Cells by drive strength:
Bar = 20 microns.
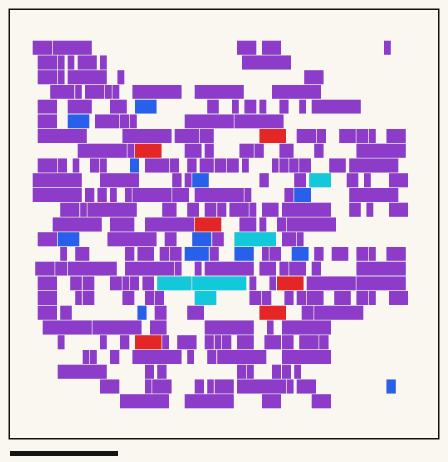
Clock wiring as the flow saved it:
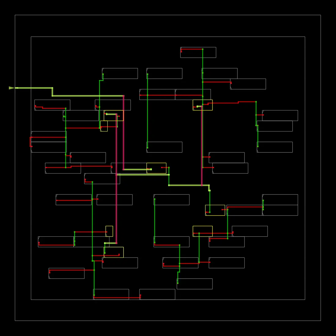
## config.mk

```make
export PLATFORM = sky130hd
export DESIGN_NAME = therm_count_accumulator_flat
export DESIGN_NICKNAME = d
export VERILOG_FILES = /design/src/rtl/therm_count_accumulator_if.sv /design/src/rtl/therm_count_accumulator.sv /design/src/flat_wrapper.sv
export SDC_FILE = /design/constraint.sdc
export NUM_CORES = 1
export LEC_CHECK = 0
export CAP_MARGIN = 20
export CORE_MARGIN = 4
export CORE_UTILIZATION = 44
export DETAILED_ROUTE_END_ITERATION = 12
export PLACE_DENSITY = 0.67
export SLEW_MARGIN = 10
export SYNTH_ARGS = -nofsm -noshare
export SYNTH_HDL_FRONTEND = slang
export SYNTH_SLANG_ARGS = --single-unit
```

## constraint.sdc

```tcl
create_clock -name clk -period 6.97 [get_ports clk]
set_clock_uncertainty 0.15 [all_clocks]
set_input_delay 2.091 -clock clk [delete_from_list [all_inputs] [get_ports clk]]
set_output_delay 2.091 -clock clk [all_outputs]
set_load 0.02 [all_outputs]
```

## src/rtl/therm_count_accumulator_if.sv

```systemverilog
// Handshake bundle between the sorter bank (master) and the thermometer count accumulator (slave).
interface therm_count_accumulator_if #(
  parameter int N     = 7,
  parameter int ACC_W = 16
);
  logic             in_valid;
  logic             in_ready;
  logic [N-1:0]     in_therm;
  logic             in_last;
  logic             out_valid;
  logic             out_ready;
  logic [ACC_W-1:0] out_sum;
  logic             out_sat;
  logic             out_err;

  modport master (
    output in_valid, in_therm, in_last, out_ready,
    input  in_ready, out_valid, out_sum, out_sat, out_err
  );

  modport slave (
    input  in_valid, in_therm, in_last, out_ready,
    output in_ready, out_valid, out_sum, out_sat, out_err
  );
endinterface

```

## src/rtl/therm_count_accumulator.sv

```systemverilog
// Decodes N-bit thermometer words to counts and accumulates them per frame (2-stage pipeline).
// Optional legality checker on out_err is built only when THERM_CHECK_EN is defined.
module therm_count_accumulator #(
  parameter int N     = 7,
  parameter int ACC_W = 16
) (
  input  logic                     clk,
  input  logic                     rst_n,
  therm_count_accumulator_if.slave bus
);
  localparam int CW = $clog2(N + 1);

  logic             s1_valid_q, s1_valid_d, s1_last_q, s1_last_d;
  logic [CW-1:0]    s1_cnt_q, s1_cnt_d, cnt_in;
  logic [ACC_W-1:0] acc_q, acc_d, out_sum_q, out_sum_d, sum_sat;
  logic [ACC_W:0]   sum_ext;
  logic             sat_f_q, sat_f_d, out_sat_q, out_sat_d, out_valid_q, out_valid_d;
  logic             s1_adv, xfer, ovf;

  // A last word in stage 1 may only move on when the result slot is free or being drained.
  assign s1_adv       = s1_valid_q && (!s1_last_q || !out_valid_q || bus.out_ready);
  assign bus.in_ready = !s1_valid_q || s1_adv;
  assign xfer         = bus.in_valid && bus.in_ready;

  always_comb begin
    cnt_in = '0;
    for (int i = 0; i < N; i++) cnt_in = cnt_in + CW'(bus.in_therm[i]);
  end

  assign sum_ext = {1'b0, acc_q} + {{(ACC_W + 1 - CW){1'b0}}, s1_cnt_q};
  assign ovf     = sum_ext[ACC_W];
  assign sum_sat = ovf ? '1 : sum_ext[ACC_W-1:0];

  always_comb begin
    s1_valid_d  = s1_valid_q;
    s1_cnt_d    = s1_cnt_q;
    s1_last_d   = s1_last_q;
    acc_d       = acc_q;
    sat_f_d     = sat_f_q;
    out_sum_d   = out_sum_q;
    out_sat_d   = out_sat_q;
    out_valid_d = out_valid_q && !bus.out_ready;
    if (xfer) begin
      s1_valid_d = 1'b1;
      s1_cnt_d   = cnt_in;
      s1_last_d  = bus.in_last;
    end else if (s1_adv) begin
      s1_valid_d = 1'b0;
    end
    if (s1_adv) begin
      if (s1_last_q) begin
        out_sum_d   = sum_sat;
        out_sat_d   = sat_f_q | ovf;
        out_valid_d = 1'b1;
        acc_d       = '0;
        sat_f_d     = 1'b0;
      end else begin
        acc_d   = sum_sat;
        sat_f_d = sat_f_q | ovf;
      end
    end
  end

  always_ff @(posedge clk or negedge rst_n) begin
    if (!rst_n) begin
      s1_valid_q  <= 1'b0;
      s1_cnt_q    <= '0;
      s1_last_q   <= 1'b0;
      acc_q       <= '0;
      sat_f_q     <= 1'b0;
      out_sum_q   <= '0;
      out_sat_q   <= 1'b0;
      out_valid_q <= 1'b0;
    end else begin
      s1_valid_q  <= s1_valid_d;
      s1_cnt_q    <= s1_cnt_d;
      s1_last_q   <= s1_last_d;
      acc_q       <= acc_d;
      sat_f_q     <= sat_f_d;
      out_sum_q   <= out_sum_d;
      out_sat_q   <= out_sat_d;
      out_valid_q <= out_valid_d;
    end
  end

  assign bus.out_valid = out_valid_q;
  assign bus.out_sum   = out_sum_q;
  assign bus.out_sat   = out_sat_q;

`ifdef THERM_CHECK_EN
  logic bad_in, s1_bad_q, s1_bad_d, bad_f_q, bad_f_d, out_err_q, out_err_d;

  // Illegal: a one sitting below a zero breaks the MSB-packed ordering.
  always_comb begin
    bad_in = 1'b0;
    for (int i = 0; i < N - 1; i++)
      if (bus.in_therm[i] && !bus.in_therm[i+1]) bad_in = 1'b1;
  end

  always_comb begin
    s1_bad_d  = xfer ? bad_in : s1_bad_q;
    bad_f_d   = bad_f_q;
    out_err_d = out_err_q;
    if (s1_adv) begin
      if (s1_last_q) begin
        out_err_d = bad_f_q | s1_bad_q;
        bad_f_d   = 1'b0;
      end else begin
        bad_f_d = bad_f_q | s1_bad_q;
      end
    end
  end

  always_ff @(posedge clk or negedge rst_n) begin
    if (!rst_n) begin
      s1_bad_q  <= 1'b0;
      bad_f_q   <= 1'b0;
      out_err_q <= 1'b0;
    end else begin
      s1_bad_q  <= s1_bad_d;
      bad_f_q   <= bad_f_d;
      out_err_q <= out_err_d;
    end
  end

  assign bus.out_err = out_err_q;
`else
  assign bus.out_err = 1'b0;
`endif
endmodule
```

## src/flat_wrapper.sv

```systemverilog
// flat-port wrapper written by rule: the top's interface ports become plain ports
module therm_count_accumulator_flat 
#(
  parameter int N     = 7,
  parameter int ACC_W = 16
)
  (clk, rst_n, bus_in_valid, bus_in_therm, bus_in_last, bus_out_ready, bus_in_ready, bus_out_valid, bus_out_sum, bus_out_sat, bus_out_err);
  therm_count_accumulator_if #(.N(N), .ACC_W(ACC_W)) bus_i ();
  input  logic clk;
  input  logic rst_n;
  input wire logic [$bits(bus_i.in_valid)-1:0] bus_in_valid;
  input wire logic [$bits(bus_i.in_therm)-1:0] bus_in_therm;
  input wire logic [$bits(bus_i.in_last)-1:0] bus_in_last;
  input wire logic [$bits(bus_i.out_ready)-1:0] bus_out_ready;
  output wire logic [$bits(bus_i.in_ready)-1:0] bus_in_ready;
  output wire logic [$bits(bus_i.out_valid)-1:0] bus_out_valid;
  output wire logic [$bits(bus_i.out_sum)-1:0] bus_out_sum;
  output wire logic [$bits(bus_i.out_sat)-1:0] bus_out_sat;
  output wire logic [$bits(bus_i.out_err)-1:0] bus_out_err;
  assign bus_i.in_valid = bus_in_valid;
  assign bus_i.in_therm = bus_in_therm;
  assign bus_i.in_last = bus_in_last;
  assign bus_i.out_ready = bus_out_ready;
  assign bus_in_ready = bus_i.in_ready;
  assign bus_out_valid = bus_i.out_valid;
  assign bus_out_sum = bus_i.out_sum;
  assign bus_out_sat = bus_i.out_sat;
  assign bus_out_err = bus_i.out_err;
  therm_count_accumulator #(.N(N), .ACC_W(ACC_W)) u_core (.clk(clk), .rst_n(rst_n), .bus(bus_i));
endmodule
```

==> run notes <==
Physical implementation.

- The worst setup path is captured at a primary output.
- For this run, the detailed router reports a per-instance via density of 5.25.
- The net count of the mapped netlist is 250.
- The TritonCTS clock tree is yes.
- During placement, the flow inserted port buffers numbering 30.
- The sequential fraction of the synthesis area is 0.451.
- The final max-slew violation count recorded for this run is 0.
- The total chip power is ~0.00078 W.
- The met1 track demand over resource is 0.224.
- Among the non-sequential cells, simple AND/OR/NAND/NOR gates take the most area.
- Post-CTS repair changed the size of 0 cells.
- The compound-cell area share of the yosys netlist is 0.151.
- Of the total synthesized cell area, the portion taken by XOR and XNOR cells is 0.0552.
- The adder and majority cell fraction of the synthesized area is 0.0699.
- On met3, the global router reports a usage of 0.0317.
- The hold violation count in the final report is 0.
- The area recorded from the Yosys report for this design is 2220 sq um.
- The post-synthesis register bit count is approximately 40.
- The pre-antenna-repair detailed-routing pass consisted of 4 iterations.
- The worst hold path stage count is 2.
- Per the detail_route report, DRC violations left total 0.
- The library cell with the highest instance count after synthesis is sky130_fd_sc_hd__dfrtp_1.
- The startpoint identified for the worst register-to-register timing path is u_core.acc_q[0].
- The count of unique library cells instantiated by Yosys is 43.
- The average size of a mapped cell is 9.74 sq um.
- The max-cap violation count is 0.
- The tightest min-delay check is of the reg2reg type.
- The routed length on met3 is 212 microns.
- The combined buffer and inverter count along the critical path is 2.
- The critical path goes through clkdlybuf4s50_1 > nand2b_1 > nand2b_1 > clkdlybuf4s50_1.
- The routing usage on met2 is 0.257.
- The script logs the mean routed wire length per placed instance as 14.0 microns.
- The maximum count of clock buffers along a single path is 2.
- The synthesis report names the predominant flop master as sky130_fd_sc_hd__dfrtp_1.
- By count the netlist is led by 40 x sky130_fd_sc_hd__dfrtp_1, 23 x sky130_fd_sc_hd__nor2_1, 21 x sky130_fd_sc_hd__a21oi_1.
- The number of placed instances with taps included is approximately 310.
- Per the timing report, the most critical flop-to-flop path finishes at u_core.bus.out_sum[9].
- Leaving out filler cells and counting taps, the final layout contains 320.
- The ratio of total power to cell area is around 300 nW/um^2.
- The final timing report counts setup violations totalling 0.
- The first global-routing pass estimated 7950 microns of wire.
- In this run the count of I/O pins placed on the die edge is 32.
- The floorplan step set the die height to 79.0 microns.
- The leakage component of the power was reported as 1.13 nW.
- The relative slew slack is 0.263.
- Post-CTS timing repair inserted 0 buffers for setup.
- In this run the core area contains 25 standard-cell rows.
- Counting flops with an async set or reset pin after synthesis yields a share of 1.00.
- The category of the worst setup path launch point is a primary input.
- The maximum achievable frequency is 175 MHz.
- The cell with the biggest individual delay on the critical path is sky130_fd_sc_hd__clkdlybuf4s50_1.
- In the post-route report, total wirelength is listed as 4490 microns.
- For this design, Yosys synthesis ends with a cell count of 228.
- Per the detail_route log, the uppermost layer with routed signals is met4.
- The synthesized instance count is 228.
- Summing all placed instances gives a cell area of 2540 sq um.
- Setup repair after global routing left no endpoint under its margin.
- The run finished with clean final reports.
- Sorting the Yosys area breakdown by cell type puts at the top sky130_fd_sc_hd__dfrtp_1.
- The mux cell area share after synthesis is 0.0152.
- The number of antenna violations at the first check in global routing was 0.
- The post-cts hold-fix buffer tally is 0.
- Per the post-route antenna check, the number of violating nets is 0.
- The via count of the first global-routing pass came to 1678.
- met2 is the most crowded layer.
- The final weighted congestion in routability-driven placement is 0.795.
- In the finished design, the share of the clock period the worst path needs comes to 0.821.
- After legalization and detailed placement, the total HPWL measured 3100 microns.
- The die covers 6250 sq um.
- The number of nets at the end of the flow is ~270.
- Final hold analysis gives a worst-case slack of 0.323 ns.
- The most critical setup path has its endpoint at bus_in_ready.
- The transition time of the tightest slew-check pin is 1.11 ns.
- Data on the critical path is required at its endpoint by 4.73 ns.
- The total negative slack for setup checks is 0 ns.
- The worst path meets setup with 1.25 ns of slack.
- The effective utilization at floorplan is 0.461.
- The overall via count from detail_route is about 1700.
- The routed design uses 2120 microns of met2 wire.
- The launch point of the worst path is bus_out_ready.
- The warning total across the stage logs is 26.
- The critical path's largest stage delay is 0.61 ns.
- The final critical-path required period is 5.72 ns.
- The cell type group with the largest total delay on the critical path is buffers and inverters.
- The fraction of the mapped netlist area in simple logic gates is 0.212.
- The cell at the root of the clock tree is sky130_fd_sc_hd__clkbuf_8.
- The library cells used most frequently in the layout, excluding fill and tap cells, are 40 x sky130_fd_sc_hd__dfrtp_1, 29 x sky130_fd_sc_hd__clkdlybuf4s50_1, 23 x sky130_fd_sc_hd__nor2_1, 21 x sky130_fd_sc_hd__a21oi_1, 18 x sky130_fd_sc_hd__nand2_1.
Back to the opening pictures, 'cells by drive strength':
| colour | size | cells | share |
|---|---|---|---|
| purple | x1 and smaller | 230 | 91% |
| red | x6 and larger | 6 | 2.4% |
| cyan | x3 and x4 | 5 | 2.0% |
| blue | x2 | 12 | 4.7% |

Back to the opening pictures, 'clock wiring as the flow saved it':
clock insertion delay at the later pin of the skew report: 0.30 ns
seq_cells: 40
clock tree buffer count of the final layout: 6
number of clock sinks: 40
number of buffers created by CTS: 5

[area by class of cell]
class                           instances  area [sq um]
Clock inverter                          2          10.0
Multi-Input combinational cell        165          1120
Fill cell                             466          2180
Tap cell                               67          83.8
Sequential cell                        40          1000
Timing Repair Buffer                   30           295
Clock buffer                            6          82.6
Inverter                               10          37.5
[sequential cells by signal, indices dropped and copies added, names as in the netlist]
register,flops
u_core.acc_q,16
u_core.bus.out_sat,1
u_core.bus.out_sum,16
u_core.bus.out_valid,1
u_core.s1_cnt_q,3
u_core.s1_last_q,1
u_core.s1_valid_q,1
u_core.sat_f_q,1
[power breakdown]
| group | switching (W) | internal, W |
|---|---|---|
| Sequential | 0.0000403 | 0.000284 |
| Combinational | 0.000159 | 0.000136 |
| Clock | 0.0000848 | 0.0000791 |
| Total | 0.000284 | 0.000500 |
Power and IR drop assume default switching activity.
